[src/rtl/linebuf_pkg.sv]
// Shared defaults and types for the streaming window line buffer.
// The window layout is row-major: element i*WIN+j is row i, column j,
// with element 0 the top-left pixel of the neighbourhood.
package linebuf_pkg;

  localparam int DEF_PW    = 7;
  localparam int DEF_WIN   = 9;
  localparam int DEF_IMG_W = 28;
  localparam int DEF_IMG_H = 28;

  localparam int DEF_WIN_ELEMS = DEF_WIN * DEF_WIN;

  typedef logic [DEF_PW-1:0] pix_t;
  typedef pix_t window_t [0:DEF_WIN_ELEMS-1];

  // Flat index of window row i, column j.
  function automatic int win_idx(input int i, input int j, input int win);
    return i * win + j;
  endfunction

endpackage

[src/rtl/row_delay.sv]
// One image-row delay line: a DEPTH-deep shift register that advances only
// when enabled. The output is the sample accepted DEPTH enables earlier,
// i.e. the pixel directly above the one currently entering.
module row_delay
  import linebuf_pkg::*;
#(
  parameter int PW    = DEF_PW,
  parameter int DEPTH = DEF_IMG_W
) (
  input  logic          clk,
  input  logic          rst_n,
  input  logic          i_en,
  input  logic [PW-1:0] i_d,
  output logic [PW-1:0] o_q
);

  logic [PW-1:0] r_mem [0:DEPTH-1];

  // Shift one position per accepted pixel; hold otherwise.
  always_ff @(posedge clk) begin
    if (!rst_n) begin
      for (int k = 0; k < DEPTH; k++) begin
        r_mem[k] <= '0;
      end
    end else if (i_en) begin
      r_mem[0] <= i_d;
      for (int k = 1; k < DEPTH; k++) begin
        r_mem[k] <= r_mem[k-1];
      end
    end
  end

  assign o_q = r_mem[DEPTH-1];

endmodule

[src/rtl/window_linebuffer.sv]
// Streaming WIN x WIN window generator. Raster pixels enter one per accepted
// cycle; WIN-1 chained row delay lines provide the pixels above the incoming
// one, and a WIN x WIN register array shifts left one column per pixel.
// Interface: pix_valid is a one-way strobe with no backpressure. A pixel is
// consumed on every posedge where pix_valid=1; all outputs update on the
// following cycle, and win_valid/frame_done are one-cycle pulses that the
// consumer must sample in that cycle.
module window_linebuffer
  import linebuf_pkg::*;
#(
  parameter int PW    = DEF_PW,
  parameter int WIN   = DEF_WIN,
  parameter int IMG_W = DEF_IMG_W,
  parameter int IMG_H = DEF_IMG_H
) (
  input  logic                     clk,
  input  logic                     rst_n,
  input  logic [PW-1:0]            pix_in,
  input  logic                     pix_valid,
  input  logic                     sof,
  output logic [PW-1:0]            xarray [0:WIN*WIN-1],
  output logic                     win_valid,
  output logic [$clog2(IMG_H)-1:0] win_row,
  output logic [$clog2(IMG_W)-1:0] win_col,
  output logic                     frame_done
);

  localparam int RW    = $clog2(IMG_H);
  localparam int CW    = $clog2(IMG_W);
  localparam int NLINE = WIN - 1;

  localparam logic [RW-1:0] ROW_LAST = RW'(IMG_H - 1);
  localparam logic [CW-1:0] COL_LAST = CW'(IMG_W - 1);
  localparam logic [RW-1:0] ROW_WIN0 = RW'(WIN - 1);
  localparam logic [CW-1:0] COL_WIN0 = CW'(WIN - 1);

  // Position of the next pixel to be accepted.
  logic [RW-1:0] r_row;
  logic [CW-1:0] r_col;

  // Window registers, row-major, element 0 = top-left.
  logic [PW-1:0] r_win [0:WIN*WIN-1];

  // Coordinates of the pixel on the input this cycle; sof forces (0,0).
  logic [RW-1:0] w_cur_row;
  logic [CW-1:0] w_cur_col;
  logic          w_col_last;
  logic          w_row_last;
  logic          w_in_window;

  // Delay-line chain: w_line_in[k] feeds line k, w_tap[k] is its output.
  // Line k's output is the pixel k+1 rows above the incoming one.
  logic [PW-1:0] w_line_in [0:NLINE-1];
  logic [PW-1:0] w_tap     [0:NLINE-1];

  // New right-hand window column, oldest row at the top.
  logic [PW-1:0] w_new_col [0:WIN-1];

  assign w_cur_row   = sof ? '0 : r_row;
  assign w_cur_col   = sof ? '0 : r_col;
  assign w_col_last  = (w_cur_col == COL_LAST);
  assign w_row_last  = (w_cur_row == ROW_LAST);
  // Windows straddling a row wrap or the top of the frame are not flagged.
  assign w_in_window = (w_cur_row >= ROW_WIN0) && (w_cur_col >= COL_WIN0);

  genvar g;
  generate
    for (g = 0; g < NLINE; g++) begin : g_lines
      if (g == 0) begin : g_head
        assign w_line_in[g] = pix_in;
      end else begin : g_chain
        assign w_line_in[g] = w_tap[g-1];
      end

      row_delay #(
        .PW    (PW),
        .DEPTH (IMG_W)
      ) u_row_delay (
        .clk   (clk),
        .rst_n (rst_n),
        .i_en  (pix_valid),
        .i_d   (w_line_in[g]),
        .o_q   (w_tap[g])
      );

      assign w_new_col[g] = w_tap[NLINE-1-g];
    end
  endgenerate

  assign w_new_col[WIN-1] = pix_in;

  // Raster position counters; sof restarts the frame at the current pixel.
  always_ff @(posedge clk) begin
    if (!rst_n) begin
      r_row <= '0;
      r_col <= '0;
    end else if (pix_valid) begin
      if (w_col_last) begin
        r_col <= '0;
        r_row <= w_row_last ? '0 : w_cur_row + RW'(1);
      end else begin
        r_col <= w_cur_col + CW'(1);
        r_row <= w_cur_row;
      end
    end
  end

  // Window array: shift left one column and load the new right column.
  always_ff @(posedge clk) begin
    if (!rst_n) begin
      for (int k = 0; k < WIN*WIN; k++) begin
        r_win[k] <= '0;
      end
    end else if (pix_valid) begin
      for (int i = 0; i < WIN; i++) begin
        for (int j = 0; j < WIN - 1; j++) begin
          r_win[win_idx(i, j, WIN)] <= r_win[win_idx(i, j + 1, WIN)];
        end
        r_win[win_idx(i, WIN - 1, WIN)] <= w_new_col[i];
      end
    end
  end

  // Output flags and coordinates; pulses drop on any cycle without a pixel.
  always_ff @(posedge clk) begin
    if (!rst_n) begin
      win_valid  <= 1'b0;
      frame_done <= 1'b0;
      win_row    <= '0;
      win_col    <= '0;
    end else begin
      win_valid  <= pix_valid && w_in_window;
      frame_done <= pix_valid && w_col_last && w_row_last;
      if (pix_valid) begin
        win_row <= w_cur_row;
        win_col <= w_cur_col;
      end
    end
  end

  assign xarray = r_win;

endmodule

[config.mk]
export PLATFORM = sky130hd
export DESIGN_NAME = window_linebuffer
export DESIGN_NICKNAME = d
export VERILOG_FILES = /design/src/rtl/linebuf_pkg.sv /design/src/rtl/row_delay.sv /design/src/rtl/window_linebuffer.sv
export SDC_FILE = /design/constraint.sdc
export NUM_CORES = 2
export LEC_CHECK = 0
export CAP_MARGIN = 10
export CORE_MARGIN = 5
export CORE_UTILIZATION = 45
export DETAILED_ROUTE_END_ITERATION = 8
export GPL_ROUTABILITY_DRIVEN = 1
export GPL_TIMING_DRIVEN = 0
export PLACE_DENSITY = 0.69
export REMOVE_ABC_BUFFERS = 1
export SLEW_MARGIN = 15
export SYNTH_ARGS = -nofsm -noshare
export SYNTH_HDL_FRONTEND = slang
export SYNTH_SLANG_ARGS = --single-unit
[constraint.sdc]
create_clock -name clk -period 48.5 [get_ports clk]
set_input_delay 4.85 -clock clk [delete_from_list [all_inputs] [get_ports clk]]
set_output_delay 4.85 -clock clk [all_outputs]
set_load 0.03 [all_outputs]
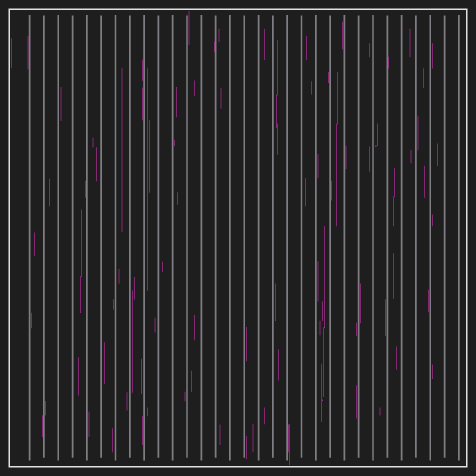
(signal wires on met4)
Supply wires on this layer in gray.
main direction: vertical
wire length on this layer: 2,890 um
share of all routed wire: 2.3%
routed vias: 41,000
final wirelength: 127 mm

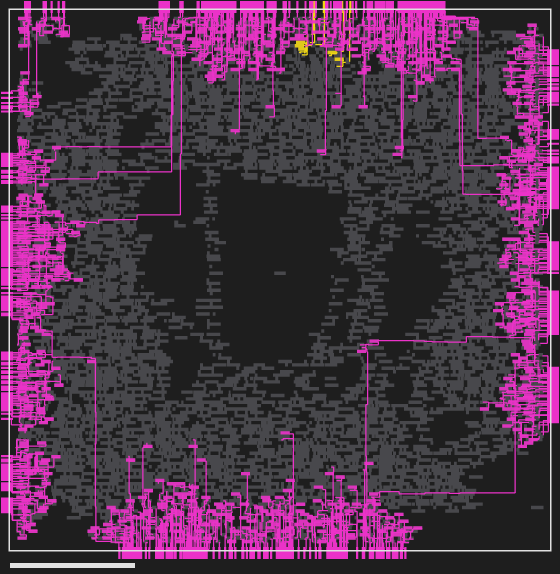
(port wiring)
Scale bar: 100 um.
[yellow] win_col | bits: 5 | direction: output | end cells: 5 | buffers: 5 | wire: 233 um
[magenta] xarray | bits: 567 | direction: output | end cells: 567 | buffers: 567 | wire: 24.8 mm
Ports: 590
Buffers on Ports: 589

==> reports/results.ini <==
[global_route]
grt_pass1_wl_mm = 208

[pwr]
seq_power_share_pct = 54.2
p_leak_nw = 39.4

[synthesis]
syn_inst = 5372
adder_share_pct = 0.0467
xor_share_pct = 0.0109
yosysUniqueCellTypes = 42
synthTopCellsByArea = edfxtp_1 (59%), dfxtp_1 (15%), and3_1 (7.9%), mux2i_1 (7.1%), nor2b_1 (4.5%)
synthFlopType = edfxtp_1
top_logic_kind = simple AND/OR/NAND/NOR gates
ys_cells = 5372

[route]
first_iter_violations = 3087
via_per_inst = 4.92

[job]
warning_count = 119

[clock_tree]
cts_buffer_depth = 3
cts_buffers = 215

[final_timing]
hold_ws_ns = 0.440
final_hold_viol_count = 0
rsz0062_at_grt = no
min_period_over_period_pct = 17.5

[placed_design]
post_dp_cell_area_um2 = 88200
dp_cells = 7926

[worst_setup_path]
cp.arrival_ns = 8.94
cp.required_ns = 48.96
worstSetupEndpointType = flip-flop

[finish]
fin_nets = 5802
drive_above_1_share_pct = 5.84
design_area_um2 = 95200

[outcome]
status = finished clean

[die]
core-area_um2 = 178000

[worst max-delay path, stage by stage]
cell and delay [ns]:
buf_16 0.38, buf_16 0.53, nor2b_1 0.38, inv_8 0.45
buf_16 0.36, buf_16 0.40, buf_16 0.38, buf_16 0.48
[metal layers]
| layer | up-vias | routed length (um) | part of all wire (%) | GRT usage [%] |
|---|---|---|---|---|
| li1 | 20100 | - | - | - |
| met1 | 20000 | 61500 | 48 | 18.7 |
| met2 | 658 | 56200 | 44 | 19.6 |
| met3 | 224 | 6260 | 4.9 | 3.32 |
| met4 | 0 | 2890 | 2.3 | 4.23 |
| met5 | - | 0 | 0 | 0 |
[Yosys cell counts (all sizes together) (2+ instances only)]
library cell / count
o2bb2ai: 3
nand4: 5
a31oi: 2
mux2i: 571
buf: 151
nor4: 3
and3: 1008
inv: 6
nand3: 4
and2: 565
nand2: 15
nor2b: 576
dfxtp: 589
a21oi: 4
edfxtp: 1568
a21boi: 4
ha: 3
nor2: 2
o21ai: 6
clkbuf: 271
[sequential cells by signal (all words and copies together), names as in the netlist]
name	count
win_col	5
r_row	5
xarray	567
win_row	5
win_valid	1
r_col	5
frame_done	1
g_lines.u_row_delay.r_mem	1568
[layout make-up]
cell class              instances  area [um^2]
fillers                     14500        82800
flip-flops and latches       2157        58900
multi-input cells            2787        19600
repair buffers                621         6810
clock buffers                 285         5810
well taps                    2355         2950
clock inverters               121         1150
inverters                       6         30.0
diodes                          1         2.50
[cell usage in the layout (no fill, tap or decap), drive strengths merged, types with 16 or more instances in the layout]
cell type | netlist | routed
and2 | 565 | 565
and3 | 1008 | 1008
buf | 151 | 34
bufinv | 0 | 16
clkbuf | 271 | 285
clkdlybuf4s50 | 0 | 587
clkinv | 0 | 83
dfxtp | 589 | 589
edfxtp | 1568 | 1568
mux2i | 571 | 571
nor2b | 576 | 576
[power by group through the flow]
stage / combinational [mW] / clock (mW) / sequential, mW
6_report: 0.154 / 1.62 / 2.10
5_1_grt: 0.170 / 1.76 / 2.11
4_1_cts: 0.157 / 1.68 / 2.10
3_5_place_dp: 0.156 / 0 / 2.14
3_3_place_gp: 0.367 / 0 / 2.14
2_1_floorplan: 0.0705 / 0 / 2.23
[metrics by stage]
| step | power (mW) | setup slack, ns |
|---|---|---|
| 2_1_floorplan | 2.30 | 11.41 |
| 3_3_place_gp | 2.51 | -70.80 |
| 3_5_place_dp | 2.30 | 39.17 |
| 4_1_cts | 3.94 | 40.15 |
| 5_1_grt | 4.04 | 39.76 |
| 6_report | 3.88 | 40.02 |
[worst paths after layout]
check	start	endpoint	depth (start not counted)	slack (ns)
min	win_row[3]$_SDFFE_PN0P_	win_row[3]$_SDFFE_PN0P_	2	0.44
max reg2reg	r_row[0]$_SDFFE_PN0P_	frame_done$_SDFF_PN0_	5	46.85
max	pix_valid	g_lines[6].u_row_delay.r_mem[0][187]$_SDFFCE_PN0P_	8	40.02
min reg2reg	win_row[3]$_SDFFE_PN0P_	win_row[3]$_SDFFE_PN0P_	2	0.44
No activity file was given, so power comes from the tool's default toggle rates.
